## src/rtl/uart_tx_engine.sv

```systemverilog
// UART transmit engine: shifts out start, 5-8 data bits LSB first, optional parity, 1-2 stop bits.
// Frame parameters are latched at acceptance; cts_n gates only the start of each frame.
module uart_tx_engine #(
  parameter int unsigned CLKS_PER_BIT = 434
) (
  input  logic       clk,
  input  logic       reset,
  input  logic [7:0] tx_data,
  input  logic       start_tx,
  input  logic       cts_n,
  input  logic [1:0] data_bit_num,
  input  logic       stop_bit_num,
  input  logic       parity_en,
  input  logic       parity_type,
  output logic       tx,
  output logic       tx_busy,
  output logic       tx_done
);

  localparam int unsigned CNT_W = (CLKS_PER_BIT > 1) ? $clog2(CLKS_PER_BIT) : 1;
  localparam logic [CNT_W-1:0] CNT_LAST = CNT_W'(CLKS_PER_BIT - 1);

  typedef enum logic [2:0] {
    IDLE, WAIT_CTS, START, DATA, PARITY, STOP
  } state_e;

  state_e           state_q, state_d;
  logic [CNT_W-1:0] cnt_q, cnt_d;
  logic [2:0]       bit_q, bit_d;
  logic [7:0]       data_q, data_d;
  logic [1:0]       dbn_q, dbn_d;
  logic             sb_q, sb_d;
  logic             pen_q, pen_d;
  logic             pt_q, pt_d;
  logic             tx_q, tx_d;
  logic             busy_q, busy_d;
  logic             done_q, done_d;

  logic             term_c;
  logic [2:0]       last_idx_c;
  logic [7:0]       mask_c;
  logic             parity_c;

  assign term_c     = (cnt_q == CNT_LAST);
  assign last_idx_c = 3'd4 + {1'b0, dbn_q};
  assign mask_c     = 8'hFF >> (2'd3 - dbn_q);
  assign parity_c   = (^(data_q & mask_c)) ^ pt_q;

  // State register, shadow config and registered outputs
  always_ff @(posedge clk) begin
    if (reset) begin
      state_q <= IDLE;
      cnt_q   <= '0;
      bit_q   <= '0;
      data_q  <= '0;
      dbn_q   <= '0;
      sb_q    <= 1'b0;
      pen_q   <= 1'b0;
      pt_q    <= 1'b0;
      tx_q    <= 1'b1;
      busy_q  <= 1'b0;
      done_q  <= 1'b0;
    end else begin
      state_q <= state_d;
      cnt_q   <= cnt_d;
      bit_q   <= bit_d;
      data_q  <= data_d;
      dbn_q   <= dbn_d;
      sb_q    <= sb_d;
      pen_q   <= pen_d;
      pt_q    <= pt_d;
      tx_q    <= tx_d;
      busy_q  <= busy_d;
      done_q  <= done_d;
    end
  end

  // Next-state: bit timing, bit index and shadow capture
  always_comb begin
    state_d = state_q;
    cnt_d   = cnt_q;
    bit_d   = bit_q;
    data_d  = data_q;
    dbn_d   = dbn_q;
    sb_d    = sb_q;
    pen_d   = pen_q;
    pt_d    = pt_q;
    case (state_q)
      IDLE: begin
        cnt_d = '0;
        bit_d = '0;
        if (start_tx) begin
          data_d  = tx_data;
          dbn_d   = data_bit_num;
          sb_d    = stop_bit_num;
          pen_d   = parity_en;
          pt_d    = parity_type;
          state_d = cts_n ? WAIT_CTS : START;
        end
      end
      WAIT_CTS: begin
        cnt_d = '0;
        if (!cts_n) state_d = START;
      end
      START: begin
        if (term_c) begin
          cnt_d   = '0;
          bit_d   = '0;
          state_d = DATA;
        end else begin
          cnt_d = cnt_q + CNT_W'(1);
        end
      end
      DATA: begin
        if (term_c) begin
          cnt_d = '0;
          if (bit_q == last_idx_c) begin
            bit_d   = '0;
            state_d = pen_q ? PARITY : STOP;
          end else begin
            bit_d = bit_q + 3'd1;
          end
        end else begin
          cnt_d = cnt_q + CNT_W'(1);
        end
      end
      PARITY: begin
        if (term_c) begin
          cnt_d   = '0;
          bit_d   = '0;
          state_d = STOP;
        end else begin
          cnt_d = cnt_q + CNT_W'(1);
        end
      end
      STOP: begin
        if (term_c) begin
          cnt_d = '0;
          if (sb_q && (bit_q == 3'd0)) begin
            bit_d = 3'd1;
          end else begin
            bit_d   = '0;
            state_d = IDLE;
          end
        end else begin
          cnt_d = cnt_q + CNT_W'(1);
        end
      end
      default: state_d = IDLE;
    endcase
  end

  // Outputs follow the next state so tx changes on the same edge as the FSM
  always_comb begin
    tx_d   = 1'b1;
    busy_d = (state_d != IDLE);
    done_d = (state_q == STOP) && (state_d == IDLE);
    case (state_d)
      START:   tx_d = 1'b0;
      DATA:    tx_d = data_q[bit_d];
      PARITY:  tx_d = parity_c;
      default: tx_d = 1'b1;
    endcase
  end

  assign tx      = tx_q;
  assign tx_busy = busy_q;
  assign tx_done = done_q;

endmodule

```

## config.mk

```make
export PLATFORM = sky130hd
export DESIGN_NAME = uart_tx_engine
export DESIGN_NICKNAME = d
export VERILOG_FILES = /design/src/rtl/uart_tx_engine.sv
export SDC_FILE = /design/constraint.sdc
export NUM_CORES = 1
export LEC_CHECK = 0
export ABC_AREA = 1
export CAP_MARGIN = 30
export CELL_PAD_IN_SITES_DETAIL_PLACEMENT = 1
export CELL_PAD_IN_SITES_GLOBAL_PLACEMENT = 2
export CORE_MARGIN = 2
export CORE_UTILIZATION = 33
export DETAILED_ROUTE_END_ITERATION = 10
export DONT_BUFFER_PORTS = 1
export GPL_TIMING_DRIVEN = 0
export PLACE_DENSITY_LB_ADDON = 0.1
export REMOVE_ABC_BUFFERS = 1
export SLEW_MARGIN = 5
export SYNTH_ARGS = -nofsm -noshare
export SYNTH_HDL_FRONTEND = slang
export SYNTH_SLANG_ARGS = --single-unit
```

## constraint.sdc

```tcl
create_clock -name clk -period 2.4 [get_ports clk]
set_clock_uncertainty 0.1 [all_clocks]
set_input_delay 0.36 -clock clk [delete_from_list [all_inputs] [get_ports clk]]
set_output_delay 0.36 -clock clk [all_outputs]
set_load 0.1 [all_outputs]
```

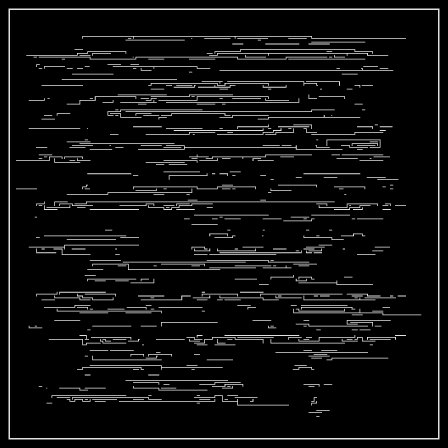
**Above:** signal wires on met1.
longest straight run: 44.8 um
wire length on this layer: 2440 um
share of all routed wire: 54%

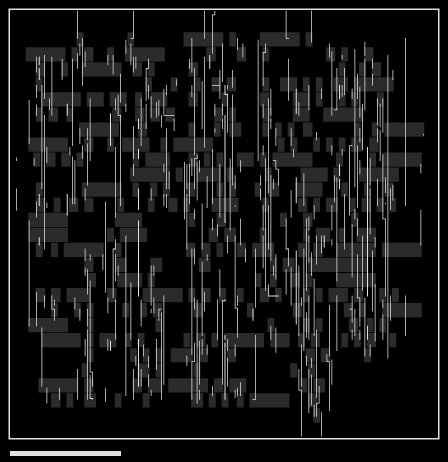
**Above:** the metal 2 layer.
Bar = 20 um.
wire length on this layer: 1960 um
main direction: vertical
nets with wire on the layer: 243

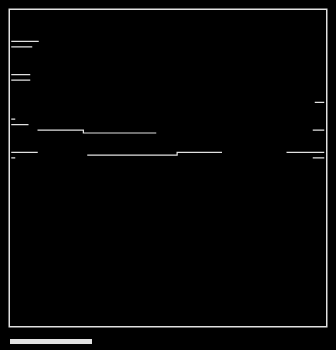
**Above:** metal 3.
Bar = 20 um.
nets with wire on the layer: 13
longest straight run: 21.8 um
share of all routed wire: 2.4%
wire length on this layer: 110 um
main direction: horizontal

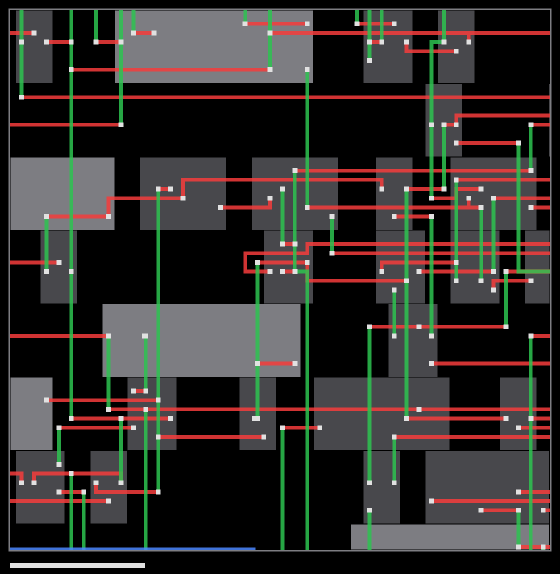
**Above:** a small window of the routed layout.
Bar = 5 um. Window x 9 to 29, y 48 to 68 um. Cells in grey, sequential cells in the stronger grey; small squares are vias.
legend:
  M3:
    colour: blue
  M2:
    colour: green
  M1:
    colour: red
most frequent: nand2_1 (6), nand3_1 (4), dfxtp_1 (3)
netlist names of flops here include: data_q (3)
cells with their middle in the window: 25
sequential cells in the window: 3

==> summary.txt <==
flow finished, numbers: total internal power=0.000979 W, maxcap violations=0, postcts setup bufs=0, OpenROAD warning count=27, Reg2Reg Setup Slack=0.33 ns, met3 Usage GRT=0.0372, Post-Synthesis Cells=~270, largest fanout on the critical path=19, Net Sw Power=0.000465 W, vias in the first global route=roughly 1700, Hold Path Class=in2reg, Setup crit end kind=flip-flop, Hold Fails Final Rpt=0, DRT Wirelength=4540 um, CTS tree=yes, # IOs=20, top-count cell post-synth=nand2_1, Yosys warning total=0, adder share=0.0282, Post-synth EDFFs=0, DR WL/cell=approximately 13 um, Residual DRC=0, RSZ-0062 raised after global routing=no, cts bufs inserted=5, top power consumer group=sequential cells, hold slack=~0.041 ns, ratio of total power to cell area=roughly 730 nW/um2, top cells by count, synth=nand2_1 (82), dfxtp_1 (31), inv_1 (31), via/cell ratio=4.75, top flop regs=cnt_q x9, data_q x8, CP startpoint=state_q[0], signal buffers share of area=0, WHS Path Cells=1, met2 Use GR=0.259, area reported by Yosys stat=roughly 1800 um2, TAP cells=about 70, Seq Cell Count=31, DR vias=1652, Req. time, crit path=2.47 ns, total iterations of the first detailed-routing run=4, largest cell class by area=multi-input combinational cells, Top-area cell share=0.349, register area=about 620 um2, Final Core Density=0.382, switching share of power=0.322, top sig layer=met4, Comb/total area=0.502, largest net degree at the start of global routing=24, worst vdd ir=roughly 0.00039 V, inverter count=between 40 and 50, arrival time at the worst endpoint=2.14 ns, Mean Syn Cell Area=6.48 um2, multi-input gate count=198, R2R Path Start=state_q[0], post-route setup slack=0.332 ns, Die Y=roughly 77 um, maximum clock rate=~480 MHz, # clock sinks=31, met1 global-route usage=0.244, total grt overflow=0, Complex Gates by Area=0.136, Worst R2R Path Depth=11, critical path cell sequence=nor2_1 > nand2_1 > inv_2 > nand2_2 > a21oi_1 > nor3_2 > inv_1 > nand2_1 > inv_1 > nand3_1 > nand2_1, Antenna diodes=0, first-pass GRT wire length=around 8100 um, yosys cell count=around 270, PortBufs=0, Clock Path Buffers=2, Worst-Skew Late Latency=0.28 ns, clock buf count=6, core area=approximately 5000 um2, layout cells sized above 1=0.115, most numerous logic cell after layout=nand2_1, largest reg by FF count=cnt_q, critical path endpoint=tx, Die W=around 77 um, cell area after layout=between 1500 and 2000 um2, crit path time final=between 2 and 2.5 ns, Synthesized registers=31, CP top delay family=simple AND/OR/NAND/NOR gates, Most Frequent Cell on Critical Path=nand2_1, power in the clock group=0.000539 W, CTS H-tree lvls=2, row cnt=26, ANT nets after route=0, Final Non-Filler Cells=roughly 350, DP Area=roughly 1800 um2, status=completed, FILL cells=~710, GRT Resource Usage Total=0.169, largest area contributor in the netlist=dfxtp_1, Post-Synth Simple-Gate Area=0.356, Cell area leaders=dfxtp_1 (35%), nand2_1 (17%), a21oi_1 (7.3%), most frequent cells in the layout=nand2_1 (82), inv_1 (31), dfxtp_1 (31), DPL Wire Length=between 3000 and 4000 um, Comb area=approximately 990 um2, Post-synth seq share=0.349, ys async rst share=0, initial DRC count=29, routed length on met3=around 110 um, ClkCell Share=0.0598, final setup fails=0, overall power=around 0.0014 W, Post-synth top flop=dfxtp_1, post-cts resize count=0, mapped cell area=~1800 um2, CP max-delay cell=dfxtp_1, Init Core Util=0.346, busiest layer in global routing=met2
Power is estimated from default activity; no workload was simulated.
